**src/rtl/proc_param_pkg.sv**
```systemverilog
// proc_param shared types: opcodes, step encoding, instruction field offsets.
// Optional feature macro: PROC_MUL_EN (enables the mul instruction).
package proc_param_pkg;

    typedef enum logic [2:0] {
        OP_MV   = 3'd0,
        OP_MVI  = 3'd1,
        OP_ADD  = 3'd2,
        OP_SUB  = 3'd3,
        OP_MUL  = 3'd4,
        OP_ONES = 3'd5,
        OP_MVNZ = 3'd6,
        OP_NOP  = 3'd7
    } opcode_e;

    typedef enum logic [1:0] {
        T0 = 2'd0,
        T1 = 2'd1,
        T2 = 2'd2,
        T3 = 2'd3
    } tstep_e;

    localparam int OP_W  = 3;
    localparam int Y_LSB = 0;

    function automatic int op_lsb(input int rw);
        return 2 * rw;
    endfunction

    function automatic int x_lsb(input int rw);
        return rw;
    endfunction

endpackage

```
**src/rtl/proc_param_alu.sv**
```systemverilog
// proc_param ALU: add, sub, optional mul and popcount, all modulo 2^DATA_W.
// Optional feature macro: PROC_MUL_EN (multiplier only exists when defined).
module proc_param_alu
    import proc_param_pkg::*;
#(
    parameter int DATA_W = 9
) (
    input  logic [2:0]        op,
    input  logic [DATA_W-1:0] a,
    input  logic [DATA_W-1:0] b,
    output logic [DATA_W-1:0] y
);

    logic [DATA_W-1:0] ones;

    // Count the set bits of the bus operand.
    always_comb begin
        ones = '0;
        for (int i = 0; i < DATA_W; i++) begin
            ones = ones + DATA_W'(b[i]);
        end
    end

    // Pick the result for the decoded operation.
    always_comb begin
        y = '0;
        case (opcode_e'(op))
            OP_ADD:  y = a + b;
            OP_SUB:  y = a - b;
`ifdef PROC_MUL_EN
            OP_MUL:  y = a * b;
`endif
            OP_ONES: y = ones;
            default: y = '0;
        endcase
    end

endmodule

```
**src/rtl/proc_param.sv**
```systemverilog
// proc_param: parametrised multicycle processor (step FSM, decoder, bus, regs).
// Optional feature macro: PROC_MUL_EN (opcode 100 is mul, else nop).
module proc_param
    import proc_param_pkg::*;
#(
    parameter int DATA_W = 9,
    parameter int NREG   = 8
) (
    input  logic                     Clock,
    input  logic                     Reset,
    input  logic                     Run,
    input  logic [DATA_W-1:0]        DIN,
    output logic                     Fetch,
    output logic                     Done,
    output logic [DATA_W-1:0]        BusWires,
    output logic [NREG*DATA_W-1:0]   Reg_out,
    output logic [DATA_W-1:0]        RA_out,
    output logic [DATA_W-1:0]        RG_out,
    output logic [DATA_W-1:0]        IR_out,
    output logic [1:0]               Tstep_state
);

    localparam int RW     = $clog2(NREG);
    localparam int OP_LSB = op_lsb(RW);
    localparam int X_LSB  = x_lsb(RW);

    tstep_e            step;
    tstep_e            step_nxt;
    logic [DATA_W-1:0] regs [NREG];
    logic [DATA_W-1:0] ra;
    logic [DATA_W-1:0] rg;
    logic [DATA_W-1:0] ir;
    logic [DATA_W-1:0] bus;
    logic [DATA_W-1:0] alu_y;
    logic [RW-1:0]     rx;
    logic [RW-1:0]     ry;
    opcode_e           op;
    logic              ir_ld;
    logic              a_ld;
    logic              g_ld;
    logic              rx_ld;

    assign rx = ir[X_LSB +: RW];
    assign ry = ir[Y_LSB +: RW];

    // Decode the opcode; without the multiplier, mul behaves as nop.
    always_comb begin
        op = opcode_e'(ir[OP_LSB +: OP_W]);
`ifndef PROC_MUL_EN
        if (op == OP_MUL) begin
            op = OP_NOP;
        end
`endif
    end

    // Step sequencing, bus source selection and load enables.
    always_comb begin
        step_nxt = step;
        Fetch    = 1'b0;
        Done     = 1'b0;
        bus      = '0;
        ir_ld    = 1'b0;
        a_ld     = 1'b0;
        g_ld     = 1'b0;
        rx_ld    = 1'b0;
        unique case (step)
            T0: begin
                if (Run) begin
                    Fetch    = 1'b1;
                    ir_ld    = 1'b1;
                    step_nxt = T1;
                end
            end
            T1: begin
                step_nxt = T0;
                case (op)
                    OP_MV: begin
                        bus   = regs[ry];
                        rx_ld = 1'b1;
                        Done  = 1'b1;
                    end
                    OP_MVI: begin
                        bus   = DIN;
                        Fetch = 1'b1;
                        rx_ld = 1'b1;
                        Done  = 1'b1;
                    end
                    OP_MVNZ: begin
                        bus   = regs[ry];
                        rx_ld = (rg != '0);
                        Done  = 1'b1;
                    end
                    OP_ADD, OP_SUB, OP_MUL: begin
                        bus      = regs[rx];
                        a_ld     = 1'b1;
                        step_nxt = T2;
                    end
                    OP_ONES: begin
                        bus      = regs[ry];
                        g_ld     = 1'b1;
                        step_nxt = T2;
                    end
                    default: Done = 1'b1;
                endcase
            end
            T2: begin
                step_nxt = T0;
                case (op)
                    OP_ADD, OP_SUB, OP_MUL: begin
                        bus      = regs[ry];
                        g_ld     = 1'b1;
                        step_nxt = T3;
                    end
                    OP_ONES: begin
                        bus   = rg;
                        rx_ld = 1'b1;
                        Done  = 1'b1;
                    end
                    default: ;
                endcase
            end
            T3: begin
                bus      = rg;
                rx_ld    = 1'b1;
                Done     = 1'b1;
                step_nxt = T0;
            end
        endcase
    end

    proc_param_alu #(.DATA_W(DATA_W)) u_alu (
        .op (op),
        .a  (ra),
        .b  (bus),
        .y  (alu_y)
    );

    // State, instruction, A, G and register file updates.
    always_ff @(posedge Clock) begin
        if (Reset) begin
            step <= T0;
            ir   <= '0;
            ra   <= '0;
            rg   <= '0;
            for (int i = 0; i < NREG; i++) begin
                regs[i] <= '0;
            end
        end else begin
            step <= step_nxt;
            if (ir_ld) ir <= DIN;
            if (a_ld) ra <= bus;
            if (g_ld) rg <= alu_y;
            if (rx_ld) regs[rx] <= bus;
        end
    end

    for (genvar i = 0; i < NREG; i++) begin : g_flat
        assign Reg_out[i*DATA_W +: DATA_W] = regs[i];
    end

    assign BusWires    = bus;
    assign RA_out      = ra;
    assign RG_out      = rg;
    assign IR_out      = ir;
    assign Tstep_state = step;

endmodule

```
**config.mk**
```make
export PLATFORM = sky130hd
export DESIGN_NAME = proc_param
export DESIGN_NICKNAME = d
export VERILOG_FILES = /design/src/rtl/proc_param_pkg.sv /design/src/rtl/proc_param_alu.sv /design/src/rtl/proc_param.sv
export SDC_FILE = /design/constraint.sdc
export NUM_CORES = 1
export LEC_CHECK = 0
export ABC_AREA = 1
export CORE_MARGIN = 4
export CORE_UTILIZATION = 48
export DETAILED_ROUTE_END_ITERATION = 12
export PLACE_DENSITY = 0.78
export SKIP_CTS_REPAIR_TIMING = 1
export SLEW_MARGIN = 25
export SYNTH_ARGS = -nofsm -noshare
export SYNTH_HDL_FRONTEND = slang
export SYNTH_SLANG_ARGS = --single-unit
```
**constraint.sdc**
```tcl
create_clock -name Clock -period 4.3 [get_ports Clock]
set_input_delay 1.29 -clock Clock [delete_from_list [all_inputs] [get_ports Clock]]
set_output_delay 1.29 -clock Clock [all_outputs]
set_load 0.05 [all_outputs]
```
==> results.yml, run 1 <==
# flow metrics
global_routing:
  grt_max_degree: 29
  grt-ovfl-total: 0
  use_met1_pct: 40.2
  antenna_found_initial: 0
  grt_pass1_vias: 6140
  met2_usage_pct: 44.7
  top_usage_layer: "met2"
  grt_pass1_wl_um: 33300
critical_path:
  cpLargestDelayFamily: "adder cells"
  start_kind: "input port"
  endpoint_kind: "register"
  critPathKind: "in2reg"
  path_buffers: 4
  crit_path_top_delay_cell: "fa_1"
  path_depth: 18
  required_ps: 4600
  setup.worst_path.start: "DIN[0]"
  crit_path_max_fanout: 2
  r2r-start: "IR_out[7]"
  cp-endpoint: "RG_out[1]"
  r2r_setup_slack_ps: -30
  path_cells: "buf_8 > nand2_4 > nand3_2 > nand2_2 > a21oi_4 > inv_2 > ha_4 > inv_2 > fa_1 > fa_1 > fa_1 > inv_2 > ha_4 > fa_2 > nand2_2 > o21ai_2 > nand2_1 > a21oi_2"
  r2r_end: "RG_out[1]"
  reg2regPathDepth: 19
  worstPathArrival_ps: 4680
  slowest_delay_ps: 570
final_layout:
  inverters_excl_clock: 77
  largest_cell_class: "logic gates"
  flop-count: 107
  nNonClkBuffers: 200
  comb_area_share_pct: 36.1
  antenna_cells: 0
  top_register: "regs"
  nClkBuffers: 9
  final.fill_count: 1060
  seqCellArea_um2: 2880
  drive_gt1_share_pct: 17.2
  layout_top_cell: "nand2_1"
  final_cells: 1183
  area_growth_pct: 38.1
  logic_gate_count: 611
  nonClkBufAreaFrac_pct: 22.2
  comb_area_um2: 3200
  final-clk-cell-share_pct: 3.41
  fin_nets: 1043
  layout_top_cells: "nand2_1 (189), nor2_1 (134), clkdlybuf4s50_1 (109)"
  largest_reg_flops: 72
logic_synthesis:
  synth.avg_cell_area_um2: 7.67
  synth.most_common_cell: "nand2_1"
  ys.flop_type: "edfxtp_1"
  ys_top_cells_by_count: "nand2_1 (197), nor2_1 (134), nand3_1 (97), edfxtp_1 (72), inv_1 (67)"
  synthSimpleGateAreaFrac_pct: 30.6
  topCellsByArea: "edfxtp_1 (34%), nand2_1 (12%), dfxtp_1 (11%)"
  ys_seq_share_pct: 44.6
  synthCells: 837
  yosys_area_um2: 6420
  xor_share_pct: 1.09
  top_area_share_pct: 33.7
  syn_area_um2: 6420
  synthAoiAreaFrac_pct: 10.5
  yosys_warnings: 0
  async_flop_share_pct: 0
  ys_ff: 107
  yosys-dominant-comb-family: "simple AND/OR/NAND/NOR gates"
  ys_cells: 837
  adder_share_pct: 5.57
  synth_cell_types: 43
  ys_sh_mux_pct: 0
  top_area_cell: "edfxtp_1"
  syn_nets: 874
  edf_count: 72
drt:
  detail-route-antenna-nets: 0
  firstDrtPassIters: 6
  drt_iter0_drc: 844
  wl_met3_um: 2490
  drcViolationCount: 0
  top_layer: "met4"
  met1_length_um: 9130
  viasPerCell: 5.59
  wl_met2_um: 10100
placed_design:
  place_inst: 1152
  pre_cts_slack_ps: -764
  place_area_um2: 8280
  hpwlAfterDp_um: 16800
  port_buffers: 123
  place_congestion: 0.949
sta:
  fin_skew_ps: 7.18
  fin_ws_ps: -81.8
  setup-violations-final: 1
  finalClockPeriodUsage_pct: 102
  fmax_mhz: 228
  finalMaxSlewViolations: 0
  rsz0062_at_grt: "yes"
  worst_slew_pin_slew_ps: 528
  slew-limit-headroom_pct: 64.7
  hold_violations: 0
  setup_tns_ps: -81.8
  whs_ps: 501
  min_period_ps: 4380
power_and_ir_drop:
  comb_power_share_pct: 31.3
  p_comb_uw: 937
  pg_seq_mw: 1.19
  power.total_mw: 2.99
  top_power_group: "registers"
  clk-power_uw: 863
  ir_worst_vdd_v: 0.000216
  switching_power_mw: 1.05
  clockPowerShare_pct: 28.8
  cellLeakagePower_nw: 3.73
  p_int_mw: 1.95
  p_seq_share_pct: 39.8
  powerDensity_nw_per_um2: 337
  swShare_pct: 34.9
hold_path:
  min_path_type: "reg2reg"
  holdCritStartpoint: "IR_out[0]"
  holdPathStages: 2
floorplan:
  die_height_um: 124
  nWellTaps: 172
  die_area_um2: 15300
  ios: 124
  chipWidth_um: 124
  initCoreUtil_pct: 49.9
cts:
  clockBufferDepth: 2
  cts_buffers: 9
  cts_tree: "yes"
  clock_sinks: 107
  root_buffer: "clkbuf_16"
  clk_pin_slew_ps: 80
  h-tree-depth: 3
  worstSkewPairLatency_ps: 360
run:
  maxCapViolCount: 0
  warnings: 34
status:
  violations: "negative setup slack"
  status: "finished with violations"
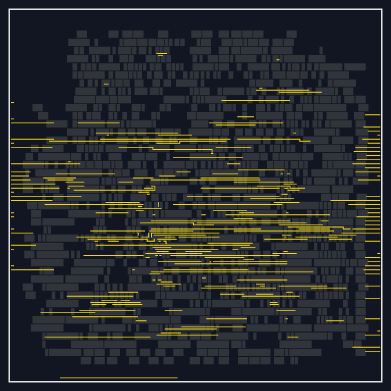
run_1/layer_met3.png
Drawn at 3 px/um. Cells faint in the background.
main direction	horizontal
nets with wire on the layer	175
share of all routed wire	11%
wire length on this layer	2,500 um
longest straight run	53.8 um
GR Util met3: 6.77%
total number of vias: 6,612
total wire length: 22,200 um

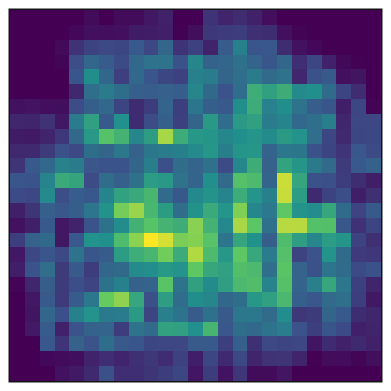
run_1/metal_density.png
Drawn at 3 px/um. The die is cut into 25 by 25 equal tiles; dark purple is low, yellow is high, scaled to the fullest tile. Values are wire area over tile area, all layers added.
densest ninth of the die	centre
mean over tiles	0.25
emptiest ninth of the die	north-west
All-Layer GR Usage: 29.0%
DR WL/cell: 18.8 um

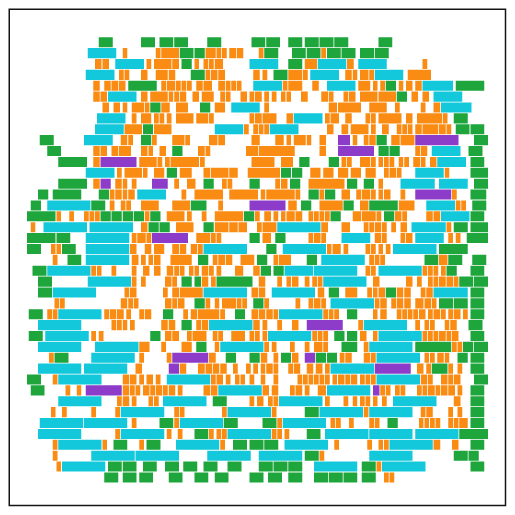
run_1/placement_by_type.png
Drawn at 4 px/um.
class	colour	cells
flops	cyan	107
clock drivers and dummy loads	purple	16
combinational and other logic	orange	688
other buffers and delay cells	green	200
fraction of area in registers: 32.4%
Core ar.: 12,900 um^2
Final Core Density: 68.9%
row count: 41
Final Cell Area: 8870 um^2

## Run 2: what changed since run 1
SLEW_MARGIN = 40   (was 25)
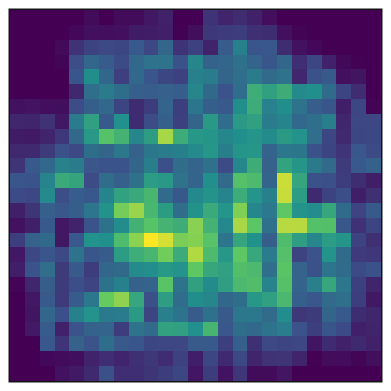
run_2/metal_density.png
Drawn at 3 px/um. The die is cut into 25 by 25 equal tiles; dark purple is low, yellow is high, scaled to the fullest tile. Values are wire area over tile area, all layers added.
emptiest ninth of the die	north-west
tiles over half the peak	19%
mean over tiles	0.25
densest ninth of the die	centre
nearly empty tiles	11%

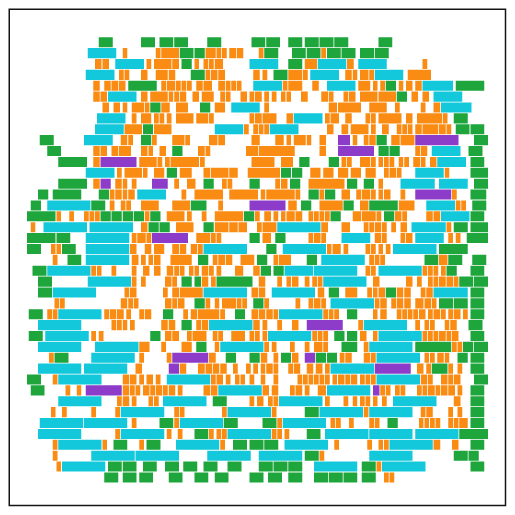
run_2/placement_by_type.png
Drawn at 4 px/um.

==> run 2 against run 1 <==
The run still ends with negative setup slack left. Setup slack unchanged. Combinational power about the same. Clock skew unchanged. Die area unchanged. Maximum frequency unchanged. Flip-flop count unchanged. Cell area unchanged. Non-clock buffer count unchanged. Core utilization unchanged. Largest cell class unchanged. Largest power group unchanged. Cell count unchanged. Clock-buffer cell count unchanged.
==> results.yml, run 2 <==
# flow metrics
sta:
  rsz0062_at_grt: "yes"
  worst_slew_pin_slew_ps: 528
  setup_tns_ps: -81.8
  min_period_ps: 4380
  finalClockPeriodUsage_pct: 102
  fin_ws_ps: -81.8
  fin_skew_ps: 7.18
  finalMaxSlewViolations: 0
  setup-violations-final: 1
  hold_violations: 0
  fmax_mhz: 228
final_layout:
  seqCellArea_um2: 2880
  inverters_excl_clock: 77
  finalInstanceArea_um2: 8870
  flop-count: 107
  area_growth_pct: 38.1
  final_cells: 1183
  seq_share_pct: 32.4
  top_register: "regs"
  largest_reg_flops: 72
  comb_area_share_pct: 36.1
  final.fill_count: 1060
  nNonClkBuffers: 200
  layout_top_cells: "nand2_1 (189), nor2_1 (134), clkdlybuf4s50_1 (109)"
  fin_nets: 1043
  nonClkBufAreaFrac_pct: 22.2
  fin_util_pct: 68.9
  final-clk-cell-share_pct: 3.41
  comb_area_um2: 3200
  largest_cell_class: "logic gates"
  antenna_cells: 0
  nClkBuffers: 9
  layout_top_cell: "nand2_1"
  logic_gate_count: 611
power_and_ir_drop:
  clockPowerShare_pct: 28.8
  comb_power_share_pct: 31.3
  p_int_mw: 1.95
  p_comb_uw: 937
  swShare_pct: 34.9
  p_seq_share_pct: 39.8
  powerDensity_nw_per_um2: 337
  pg_seq_mw: 1.19
  ir_worst_vdd_v: 0.000216
  power.total_mw: 2.99
  clk-power_uw: 863
  switching_power_mw: 1.05
  cellLeakagePower_nw: 3.73
  top_power_group: "registers"
cts:
  clockBufferDepth: 2
  h-tree-depth: 3
  clk_pin_slew_ps: 80
  cts_buffers: 9
  cts_tree: "yes"
  worstSkewPairLatency_ps: 360
  root_buffer: "clkbuf_16"
critical_path:
  reg2regPathDepth: 19
  crit_path_top_delay_cell: "fa_1"
  path_buffers: 4
  r2r_end: "RG_out[1]"
  slowest_delay_ps: 570
  path_cells: "buf_8 > nand2_4 > nand3_2 > nand2_2 > a21oi_4 > inv_2 > ha_4 > inv_2 > fa_1 > fa_1 > fa_1 > inv_2 > ha_4 > fa_2 > nand2_2 > o21ai_2 > nand2_1 > a21oi_2"
  cp-endpoint: "RG_out[1]"
  path_depth: 18
  r2r-start: "IR_out[7]"
  crit_path_max_fanout: 2
  worstPathArrival_ps: 4680
  required_ps: 4600
  r2r_setup_slack_ps: -30
  critPathKind: "in2reg"
  setup.worst_path.start: "DIN[0]"
  endpoint_kind: "register"
global_routing:
  grt_pass1_wl_um: 33300
  grt_pass1_vias: 6140
  antenna_found_initial: 0
  grt-ovfl-total: 0
  met2_usage_pct: 44.7
  grtUsageMet3_pct: 6.77
  grt_use_total_pct: 29.0
  use_met1_pct: 40.2
  grt_max_degree: 29
  top_usage_layer: "met2"
status:
  violations: "negative setup slack"
  status: "finished with violations"
drt:
  firstDrtPassIters: 6
  top_layer: "met4"
  wl_met2_um: 10100
  drcViolationCount: 0
  drt_iter0_drc: 844
  detail-route-antenna-nets: 0
  vias: 6612
  met1_length_um: 9130
  routed_wl_um: 22200
  viasPerCell: 5.59
  wl_met3_um: 2490
logic_synthesis:
  yosys-dominant-comb-family: "simple AND/OR/NAND/NOR gates"
  synth.most_common_cell: "nand2_1"
  ys_top_cells_by_count: "nand2_1 (197), nor2_1 (134), nand3_1 (97), edfxtp_1 (72), inv_1 (67)"
  synth_cell_types: 43
  edf_count: 72
  topCellsByArea: "edfxtp_1 (34%), nand2_1 (12%), dfxtp_1 (11%)"
  adder_share_pct: 5.57
  async_flop_share_pct: 0
  ys_ff: 107
  synthSimpleGateAreaFrac_pct: 30.6
  ys.flop_type: "edfxtp_1"
  xor_share_pct: 1.09
  ys_seq_share_pct: 44.6
  synthAoiAreaFrac_pct: 10.5
  top_area_share_pct: 33.7
  ys_sh_mux_pct: 0
  synth.avg_cell_area_um2: 7.67
  syn_area_um2: 6420
  yosys_area_um2: 6420
  top_area_cell: "edfxtp_1"
  ys_cells: 837
placed_design:
  hpwlAfterDp_um: 16800
  pre_cts_slack_ps: -764
  place_area_um2: 8280
  place_congestion: 0.949
  place_inst: 1152
  port_buffers: 123
floorplan:
  die_height_um: 124
  core_area_um2: 12900
  nWellTaps: 172
  ios: 124
  die_area_um2: 15300
  rows: 41
  chipWidth_um: 124
run:
  warnings: 34
  maxCapViolCount: 0
hold_path:
  holdPathStages: 2
  holdCritStartpoint: "IR_out[0]"
  min_path_type: "reg2reg"
No activity file was given, so power comes from the tool's default toggle rates.
